**config.mk**
```make
export PLATFORM = sky130hd
export DESIGN_NAME = plic_lite
export DESIGN_NICKNAME = d
export VERILOG_FILES = /design/src/rtl/irq_pkg.sv /design/src/rtl/plic_gateway.sv /design/src/rtl/plic_lite.sv
export SDC_FILE = /design/constraint.sdc
export NUM_CORES = 1
export LEC_CHECK = 0
export CAP_MARGIN = 40
export CORE_UTILIZATION = 53
export CTS_CLUSTER_SIZE = 28
export DETAILED_ROUTE_END_ITERATION = 7
export GPL_TIMING_DRIVEN = 0
export PLACE_DENSITY = 0.84
export SLEW_MARGIN = 15
export SYNTH_ARGS = -nofsm -noshare
export SYNTH_HDL_FRONTEND = slang
export SYNTH_SLANG_ARGS = --single-unit
```
**constraint.sdc**
```tcl
create_clock -name clk -period 11.6 [get_ports clk]
set_input_delay 3.48 -clock clk [delete_from_list [all_inputs] [get_ports clk]]
set_output_delay 3.48 -clock clk [all_outputs]
set_load 0.005 [all_outputs]
```
**src/rtl/irq_pkg.sv**
```systemverilog
// Shared constants for the platform interrupt controller:
// register word indices and the width of a source id.
package irq_pkg;

    localparam int ID_W = 5;

    localparam logic [6:0] PRIO_BASE   = 7'h01;
    localparam logic [6:0] PENDING_IDX = 7'h40;
    localparam logic [6:0] ENABLE_IDX  = 7'h41;
    localparam logic [6:0] THRESH_IDX  = 7'h42;
    localparam logic [6:0] CLAIM_IDX   = 7'h43;

endpackage

```
**src/rtl/plic_gateway.sv**
```systemverilog
// Per-source interrupt gateway: edge/level detection plus the
// pending, inflight and deferred flags of one source.
module plic_gateway #(
    parameter bit EDGE = 1'b0
) (
    input  logic clk,
    input  logic rst,
    input  logic src,
    input  logic claim_hit,
    input  logic complete_hit,
    output logic pending
);

    logic src_q;
    logic inflight;
    logic deferred;
    logic rise;
    logic set_now;

    assign rise    = src & ~src_q;
    assign set_now = EDGE ? rise : src;

    always_ff @(posedge clk or posedge rst) begin
        if (rst) begin
            src_q    <= 1'b0;
            pending  <= 1'b0;
            inflight <= 1'b0;
            deferred <= 1'b0;
        end else begin
            src_q <= src;
            if (claim_hit) begin
                pending  <= 1'b0;
                inflight <= 1'b1;
            end else if (complete_hit && inflight) begin
                // A level source re-pends on the following cycle instead.
                inflight <= 1'b0;
                deferred <= 1'b0;
                pending  <= pending | (EDGE & (deferred | rise));
            end else begin
                pending <= pending | (set_now & ~inflight);
                if (EDGE && rise && inflight) begin
                    deferred <= 1'b1;
                end
            end
        end
    end

endmodule

```
**src/rtl/plic_lite.sv**
```systemverilog
// Platform interrupt controller: per-source gateways, register file
// and a registered highest-priority arbiter driving mip[11].
module plic_lite
    import irq_pkg::*;
#(
    parameter int          NUM_SRC   = 8,
    parameter int          PRIO_W    = 3,
    parameter logic [31:0] EDGE_MASK = 32'h0,
    parameter int          XLEN      = 32
) (
    input  logic               clk,
    input  logic               rst,
    input  logic [NUM_SRC-1:0] src_irq,
    input  logic [6:0]         reg_addr,
    input  logic               reg_we,
    input  logic               reg_re,
    input  logic [XLEN-1:0]    reg_wdata,
    output logic [XLEN-1:0]    reg_rdata,
    output logic               ext_irq,
    output logic [ID_W-1:0]    claim_id
);

    logic [PRIO_W-1:0] prio [1:NUM_SRC];
    logic [NUM_SRC:0]  enable;
    logic [PRIO_W-1:0] threshold;
    logic [NUM_SRC:0]  pending;
    logic [NUM_SRC:0]  claim_hit;
    logic [NUM_SRC:0]  complete_hit;

    logic              claim_sel;
    logic [ID_W-1:0]   best_id;
    logic [PRIO_W-1:0] best_prio;
    logic              found;
    logic [XLEN-1:0]   rd_val;

    assign claim_sel       = (reg_addr == CLAIM_IDX);
    assign pending[0]      = 1'b0;
    assign claim_hit[0]    = 1'b0;
    assign complete_hit[0] = 1'b0;

    for (genvar k = 1; k <= NUM_SRC; k++) begin : g_src
        assign claim_hit[k] = reg_re && claim_sel &&
                              (claim_id == ID_W'(k));
        assign complete_hit[k] = reg_we && claim_sel &&
                                 (reg_wdata == XLEN'(k));

        plic_gateway #(
            .EDGE(EDGE_MASK[k])
        ) u_gw (
            .clk         (clk),
            .rst         (rst),
            .src         (src_irq[k-1]),
            .claim_hit   (claim_hit[k]),
            .complete_hit(complete_hit[k]),
            .pending     (pending[k])
        );
    end

    always_ff @(posedge clk or posedge rst) begin
        if (rst) begin
            for (int i = 1; i <= NUM_SRC; i++) begin
                prio[i] <= '0;
            end
            enable    <= '0;
            threshold <= '0;
        end else if (reg_we) begin
            for (int i = 1; i <= NUM_SRC; i++) begin
                if (reg_addr == PRIO_BASE + 7'(i - 1)) begin
                    prio[i] <= reg_wdata[PRIO_W-1:0];
                end
            end
            if (reg_addr == ENABLE_IDX) begin
                enable <= {reg_wdata[NUM_SRC:1], 1'b0};
            end
            if (reg_addr == THRESH_IDX) begin
                threshold <= reg_wdata[PRIO_W-1:0];
            end
        end
    end

    // Strictly-greater compare in ascending id order keeps the lowest id on ties.
    always_comb begin
        best_id   = '0;
        best_prio = '0;
        found     = 1'b0;
        for (int i = 1; i <= NUM_SRC; i++) begin
            if (pending[i] && enable[i] && (prio[i] > threshold) &&
                (!found || (prio[i] > best_prio))) begin
                found     = 1'b1;
                best_id   = ID_W'(i);
                best_prio = prio[i];
            end
        end
    end

    always_comb begin
        rd_val = '0;
        if (reg_addr == PENDING_IDX) begin
            rd_val[NUM_SRC:0] = pending;
        end else if (reg_addr == ENABLE_IDX) begin
            rd_val[NUM_SRC:0] = enable;
        end else if (reg_addr == THRESH_IDX) begin
            rd_val[PRIO_W-1:0] = threshold;
        end else if (claim_sel) begin
            rd_val[ID_W-1:0] = claim_id;
        end else begin
            for (int i = 1; i <= NUM_SRC; i++) begin
                if (reg_addr == PRIO_BASE + 7'(i - 1)) begin
                    rd_val[PRIO_W-1:0] = prio[i];
                end
            end
        end
    end

    always_ff @(posedge clk or posedge rst) begin
        if (rst) begin
            claim_id  <= '0;
            ext_irq   <= 1'b0;
            reg_rdata <= '0;
        end else begin
            claim_id <= best_id;
            ext_irq  <= found;
            if (reg_re) begin
                reg_rdata <= rd_val;
            end
        end
    end

endmodule

```
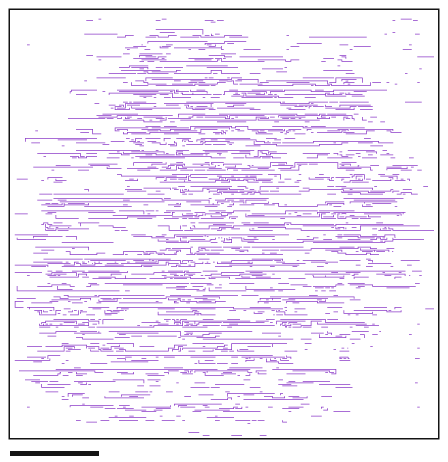
*M1 wires, run 1*
Bar = 20 µm.
The longest straight run is 37.3 µm. 642 nets have wire on it. The layer carries 5,600 µm of wire. The layer holds 41% of the routed length. The wires run mostly horizontal.

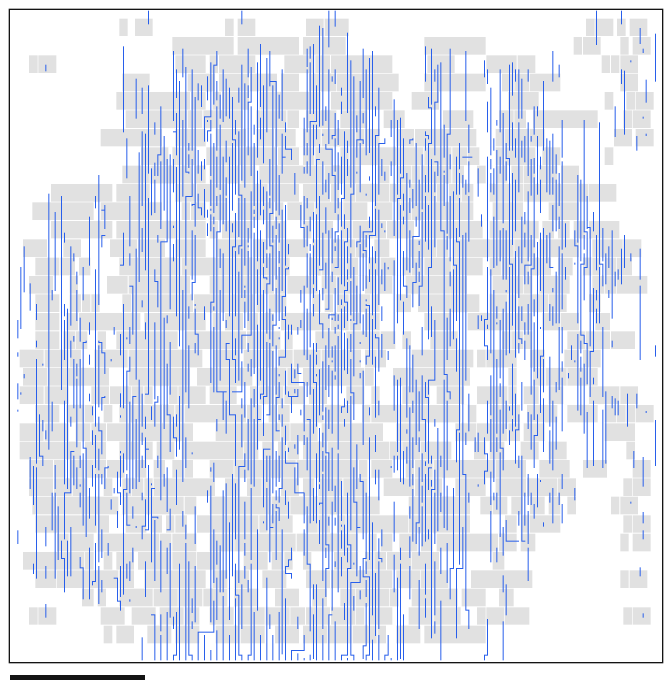
*The metal 2 layer, run 1*
Bar = 20 µm.
The wires run mostly vertical. The layer holds 49% of the routed length. The layer carries 6,700 µm of wire. The longest straight run is 39.1 µm.
Vias: 4,447
M2 GR Usage: 0.525

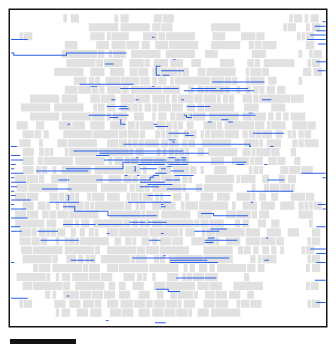
*Met3 routing, run 1*
Bar = 20 µm.
The layer holds 6.9% of the routed length. 113 nets have wire on it. The longest straight run is 45.5 µm. The wires run mostly horizontal.
Post-Route WL: 13,700 µm
M3 GR Usage: 0.0681

==> results.cfg, run 1 <==
; physical design summary
[status]
status = completed

[timing]
rsz0062_at_grt = false
maxSlewHeadroom = 0.460
hold_violations = 0
setup_slack_ns = 0.580
fin_skew_ns = 0.0155
tns_ns = 0
fin_crit_sh = 0.950

[yosys]
ys_sh_xor = 0
ys_ff = 65
synth_cell_type_count = 59
ys_cells = 496
synthMuxAreaShare = 0.0993

[power_and_ir_drop]
pg_comb_uw = 192
seq_power_uw = 266
p_leak_nw = 2.64
seqPwrFrac = 0.377
total_power_uw = 705
powerClk_uw = 247
p_clk_frac = 0.350

[routing]
wl_met1_um = 5600
drc_errors = 0
drtIter0Drc = 445
antenna_left = 0
via_per_inst = 6.18

[place]
place_ws_ns = 0.0562
portBuffers = 63
gp_congestion = 0.926

[hold_path]
hp-class = flop to flop
min_path_cells = 2
min_to = g_src[8].u_gw.inflight

[die]
die.size.y_um = 96.4
chip_area_um2 = 9290
taps = 108
die_w_um = 96.4
core-area_um2 = 8680

[worst_setup_path]
cp.depth = 55
arrival_ns = 11.24
worst-r2r-cell-count = 55
cp.required_ns = 11.82
r2r_end = claim_id[0]
crit_slowest_cell = dfrtp_1
crit_top_cell = ha_1
endpoint = claim_id[0]

[cts]
worstSkewPairLatency_ns = 0.37
cts_tree = done
holdBufCountCts = 0
cts_resized = 2

[global_route]
grt_usage = 0.313
grt_pass1_wl_um = 21300
grt.busiest_layer = met2

[cells_and_area]
area_growth_pct = 27.2
seq_share = 0.271
register_area_um2 = 1630
num-nonclk-buffers = 112
inverters = 27
nClkBuffers = 10

[job]
max_cap_violations = 0
run 1: Yosys cell counts, drive strengths merged, types with 6 or more instances:
master   n  area [µm²]
o21a    13        97.6
nor2b   21         139
clkbuf  11        41.3
and2     6        37.5
nor2    32         120
o21ai   22         110
buf     25         191
nand2   23        86.3
nor3     9        45.0
mux2    37         417
inv     27         101
a22oi   11        82.6
dfrtp   65        1630
nand3   29         145
o22ai    7        43.8
a21oi   31         155
ha      45         563
a31oi    8        50.1
nor4     6        37.5
run 1: sequential cells by signal (all words and copies together), names as in the netlist:
signal	flops
reg_rdata	9
enable	8
g_src.u_gw.inflight	8
claim_id	4
ext_irq	1
g_src.u_gw.pending	8
threshold	3
prio	24
### Metal 4, run 1

Bar = 20 µm.
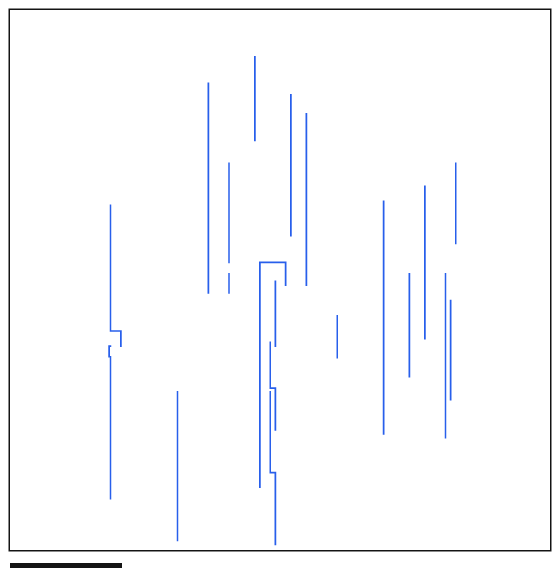

==> run 2: changes to the inputs <==
PLACE_DENSITY = 0.81   (was 0.84)
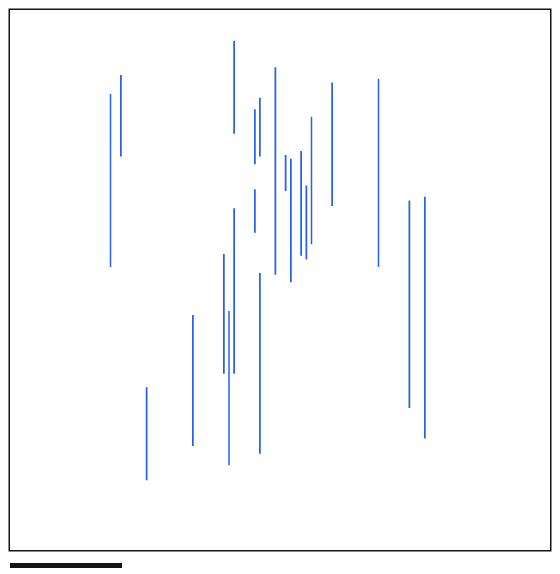
*Metal 4, run 2*
Bar = 20 µm.
The layer carries 490 µm of wire. The layer holds 3.7% of the routed length. The wires run mostly vertical.

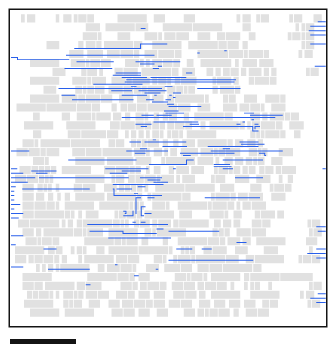
*Met3 routing, run 2*
Bar = 20 µm.
The longest straight run is 46.5 µm. 111 nets have wire on it. The wires run mostly horizontal.
Post-Route WL: 13,400 µm
Vias: 4,374

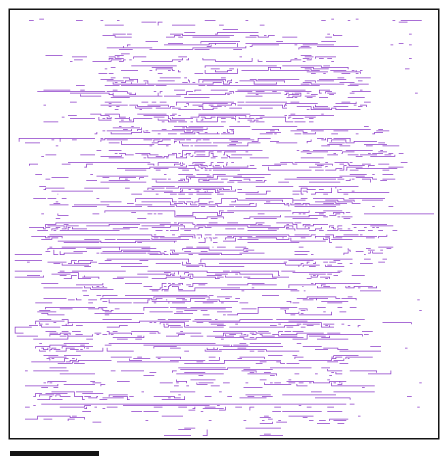
*M1 wires, run 2*
Bar = 20 µm.
The layer carries 5,290 µm of wire. 634 nets have wire on it. The wires run mostly horizontal.

==> run 2 against run 1 <==
  * Die area did not move
  * Global-route usage fell by 0.91 points
  * Highest routed layer unchanged
  * Synthesized cell count unchanged
  * Cell area is 2.4% lower
  * Utilization fell by 1.7 points
  * Setup slack worse by 0.045 ns
==> results.cfg, run 2 <==
; physical design summary
[routing]
antenna_left = 0
drc_errors = 0

[die]
core-area_um2 = 8680
die_w_um = 96.4

[place]
portBuffers = 63
gp_congestion = 0.918

[power_and_ir_drop]
seq_power_uw = 266
seqPwrFrac = 0.421
powerClk_uw = 178
p_leak_nw = 2.57
pg_comb_uw = 188
total_power_uw = 632

[worst_setup_path]
r2r_end = claim_id[0]
cp.required_ns = 11.84
cp.depth = 55
worst-r2r-cell-count = 55
crit_slowest_cell = dfrtp_1

[yosys]
top_area_frac = 0.344
common_cells = dfrtp_1, ha_1, mux2_2
top_cells_by_area = dfrtp_1, ha_1, mux2_2
ys_sh_xor = 0
synthMuxAreaShare = 0.0993
synthMostInstantiatedCell = dfrtp_1

[timing]
fin_skew_ns = 0.0160
setup_slack_ns = 0.535
hold_violations = 0
fin_crit_sh = 0.954

[global_route]
grt_pass1_wl_um = 20900
grt.busiest_layer = met2
met2_usage = 0.511

[cells_and_area]
reg_top3 = prio x24, reg_rdata x9
largest_register = prio
area_growth_pct = 24.1
largest_reg_flops = 24

[hold_path]
hp-class = flop to flop
min_to = g_src[8].u_gw.inflight
min_path_cells = 2

[cts]
cts_tree = done
worstSkewPairLatency_ns = 0.37
cts_resized = 0
holdBufCountCts = 0

[status]
status = completed

[job]
max_cap_violations = 0
[run 2: cell counts after synthesis]
Identical to the previous run, type by type.
[run 2: worst max path at each step]
stage | from | endpoint | slack [ns]
5_1_grt | threshold[1] | claim_id[0] | -0.08
3_3_place_gp | threshold[1] | claim_id[0] | 0.58
6_report | prio[22] | claim_id[0] | 0.53
3_5_place_dp | threshold[1] | claim_id[0] | 0.23
2_1_floorplan | threshold[1] | claim_id[0] | 1.86
4_1_cts | threshold[1] | claim_id[0] | 0.18
[run 2: area by class of cell]
cell class,instances,area (µm²)
Buffer,36,233
Inverter,27,111
Multi-Input combinational cell,391,2880
Sequential cell,65,1630
Clock buffer,9,124
Fill cell,684,2820
Clock inverter,7,53.8
Timing Repair Buffer,70,701
Tap cell,108,135
### The metal 2 layer, run 2

Bar = 20 µm.
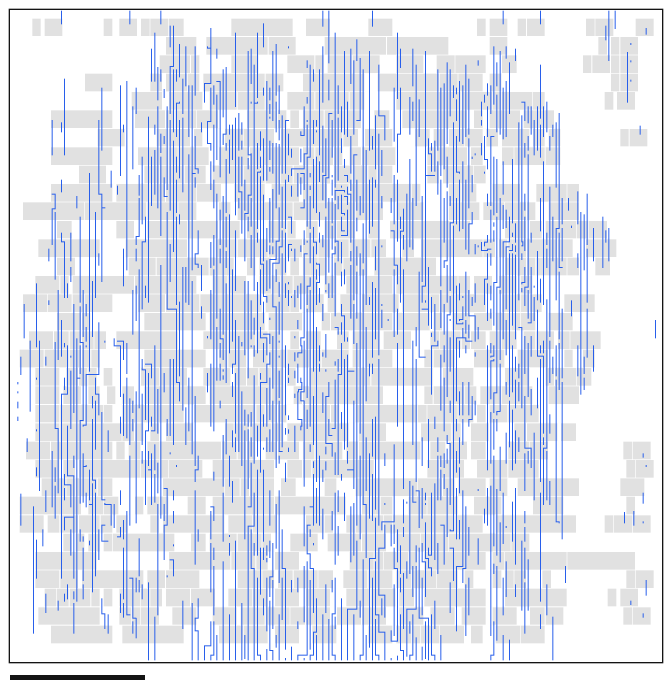

==> run 3: changes to the inputs <==
CORE_UTILIZATION = 52   (was 53)
DONT_BUFFER_PORTS = 1   (was default)
PLACE_DENSITY = 0.67   (was 0.81)
clock period = 11.8 ns   (was 11.6 ns; I/O delays follow)
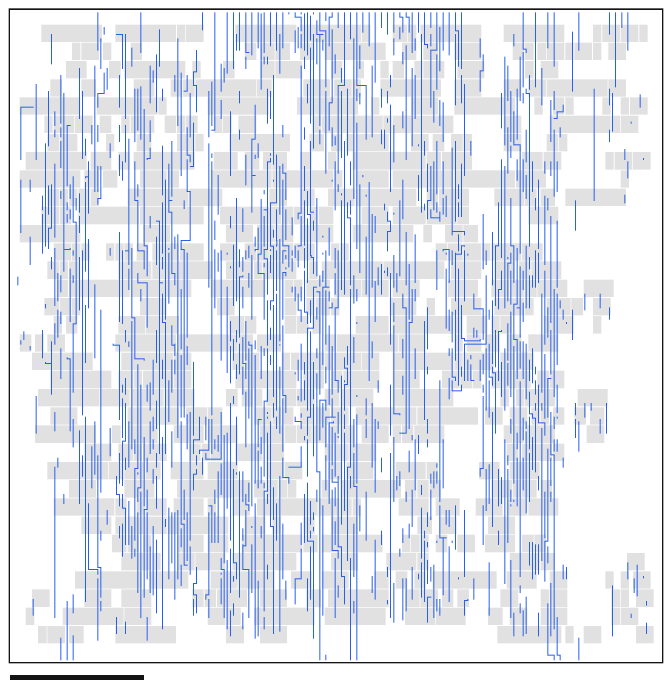
*The metal 2 layer, run 3*
Bar = 20 µm.
The layer carries 5,920 µm of wire. The layer holds 47% of the routed length.
Post-Route WL: 12,600 µm
Vias: 4,038
M2 GR Usage: 0.436

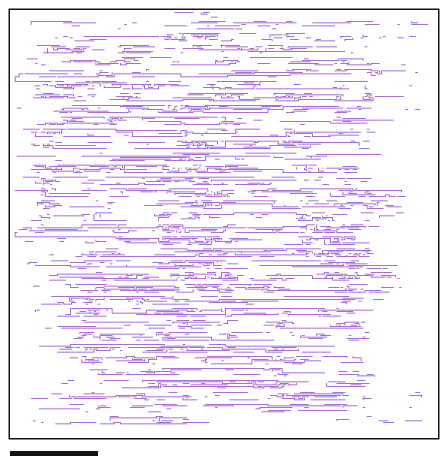
*M1 wires, run 3*
Bar = 20 µm.
The layer holds 44% of the routed length. The wires run mostly horizontal. The layer carries 5,550 µm of wire.
met1 Resource Use GR: 0.358

==> run 3 against run 2 <==
  * Clock skew down 0.0020 ns
  * Utilization decreased by 6.9 points
  * Clock-buffer cell count increased by 1
  * Register-to-register slack improved by 0.13 ns
  * Routed wire length fell by 6.5%
  * Via count is 7.7% lower
  * Critical path type unchanged
  * Highest routed layer unchanged
==> results.cfg, run 3 <==
; physical design summary
[power_and_ir_drop]
vdd_drop_max_mv = 0.0645
total_power_uw = 633
p_leak_nw = 2.37

[cells_and_area]
combGateArea_um2 = 2900
area_growth_pct = 12.5
largest_register = prio
drive_gt1_frac = 0.204
lay_top_count = dfrtp_1
register_area_um2 = 1630
stdcell_count = 651
fillCellCount = 763
reg_top3 = prio x24, reg_rdata x9
largest_reg_flops = 24

[cts]
numClockSinks = 65
cts_buffer_depth = 2
ctsHtreeMaxLevel = 3
cts_setup_buffers = 0
cts_root_buf = clkbuf_8
cts_resized = 0
worstSkewPairLatency_ns = 0.34
cts_made_buffers = 9
holdBufCountCts = 0
cts_tree = done

[yosys]
synth_cell_type_count = 59
synthMostInstantiatedCell = dfrtp_1
netlist_area_um2 = 4720
ys_cells = 496
ys_warn_count = 0
ys_async_sr_fraction = 1.00
ys_chip_area_um2 = 4720
ys.flop_type = dfrtp_1
ys_sh_aoi = 0.198
synthMuxAreaShare = 0.0993
netlist_instances = 496
ys_seq_frac = 0.344
top_cells_by_area = dfrtp_1, ha_1, mux2_2
common_cells = dfrtp_1, ha_1, mux2_2
ys_ff = 65
synthSimpleGateAreaFrac = 0.168
top_area_frac = 0.344
ys_sh_xor = 0

[worst_setup_path]
cp.depth = 54
r2r_end = claim_id[0]
crit_path_start = threshold[1]
endpoint = claim_id[0]
worst-r2r-cell-count = 54
cp.buffers_inverters = 3
start_kind = flop
cp-end-kind = flop
worst_path_largest_cell_delay_ns = 0.41
crit_slowest_cell = dfrtp_1
cp.required_ns = 12.01
worstSetupPathType = flop to flop
arrival_ns = 11.35
critPathMaxFanout = 10
r2r_start = threshold[1]

[global_route]
grt_usage = 0.269
grt_pass1_wl_um = 20100
grt.busiest_layer = met2
antenna_found_initial = 0
grt-ovfl-total = 0
grt_pass1_vias = 3959

[hold_path]
hp-class = flop to flop
min_path_cells = 2
worstHoldStart = g_src[8].u_gw.inflight
min_to = g_src[8].u_gw.inflight

[timing]
hold_violations = 0
fin_crit_sh = 0.944
fmax_mhz = 89.8
tightest_slew_ns = 0.683
maxSlewHeadroom = 0.541
fin_skew_ns = 0.0140
drv_slew = 0
setup_slack_ns = 0.664

[routing]
antenna_left = 0
drc_errors = 0
routedWlPerCell_um = 19.3
drtIter0Drc = 327
top_layer_used = met4
via_per_inst = 6.20

[die]
die_w_um = 97.3
core-area_um2 = 8760
row_count = 34
chip_area_um2 = 9470

[place]
gp_congestion = 0.919
placedCellCount = 629
portBuffers = 0

[job]
max_cap_violations = 0
warnings = 26

[status]
status = completed
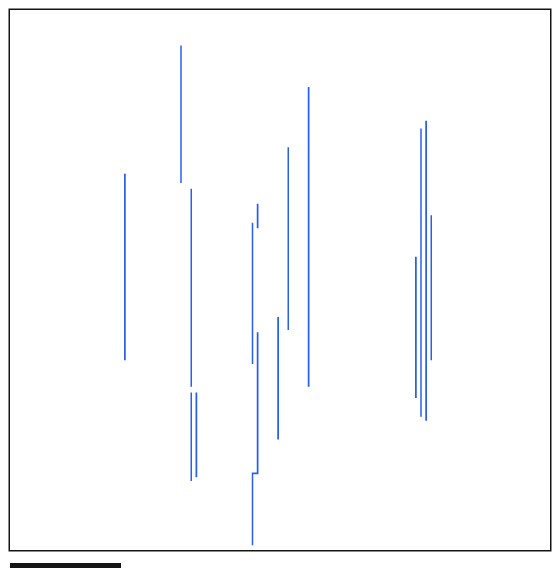
*Metal 4, run 3*
Bar = 20 µm.
14 nets have wire on it. The longest straight run is 53.7 µm. The layer holds 3.6% of the routed length. The layer carries 457 µm of wire. The wires run mostly vertical.

run 3: cell counts after synthesis:
No cell type changed its count.
run 3: cells by family (layout without fill, tap and decap cells):
logic type	Yosys count	count (layout)
fa+ha+maj	45	45
compound gates	130	130
buf+inv	63	87
other cells	1	24
simple gates	151	151
mux	41	41
flops	65	65
run 3: power breakdown:
| group | internal (mW) | switching [mW] | leakage (nW) |
|---|---|---|---|
| logic | 0.0709 | 0.0819 | 1.42 |
| registers | 0.238 | 0.0248 | 0.833 |
| clock network | 0.125 | 0.0915 | 0.113 |
| total | 0.435 | 0.198 | 2.37 |
run 3: layout make-up:
cell class	instances	area share
multi-input cells	391	0.546
flip-flops and latches	65	0.306
plain buffers	36	0.0438
clock buffers	10	0.0259
well taps	108	0.0254
inverters	27	0.0210
clock inverters	6	0.0170
repair buffers	8	0.0146
No activity file was given, so power comes from the tool's default toggle rates.
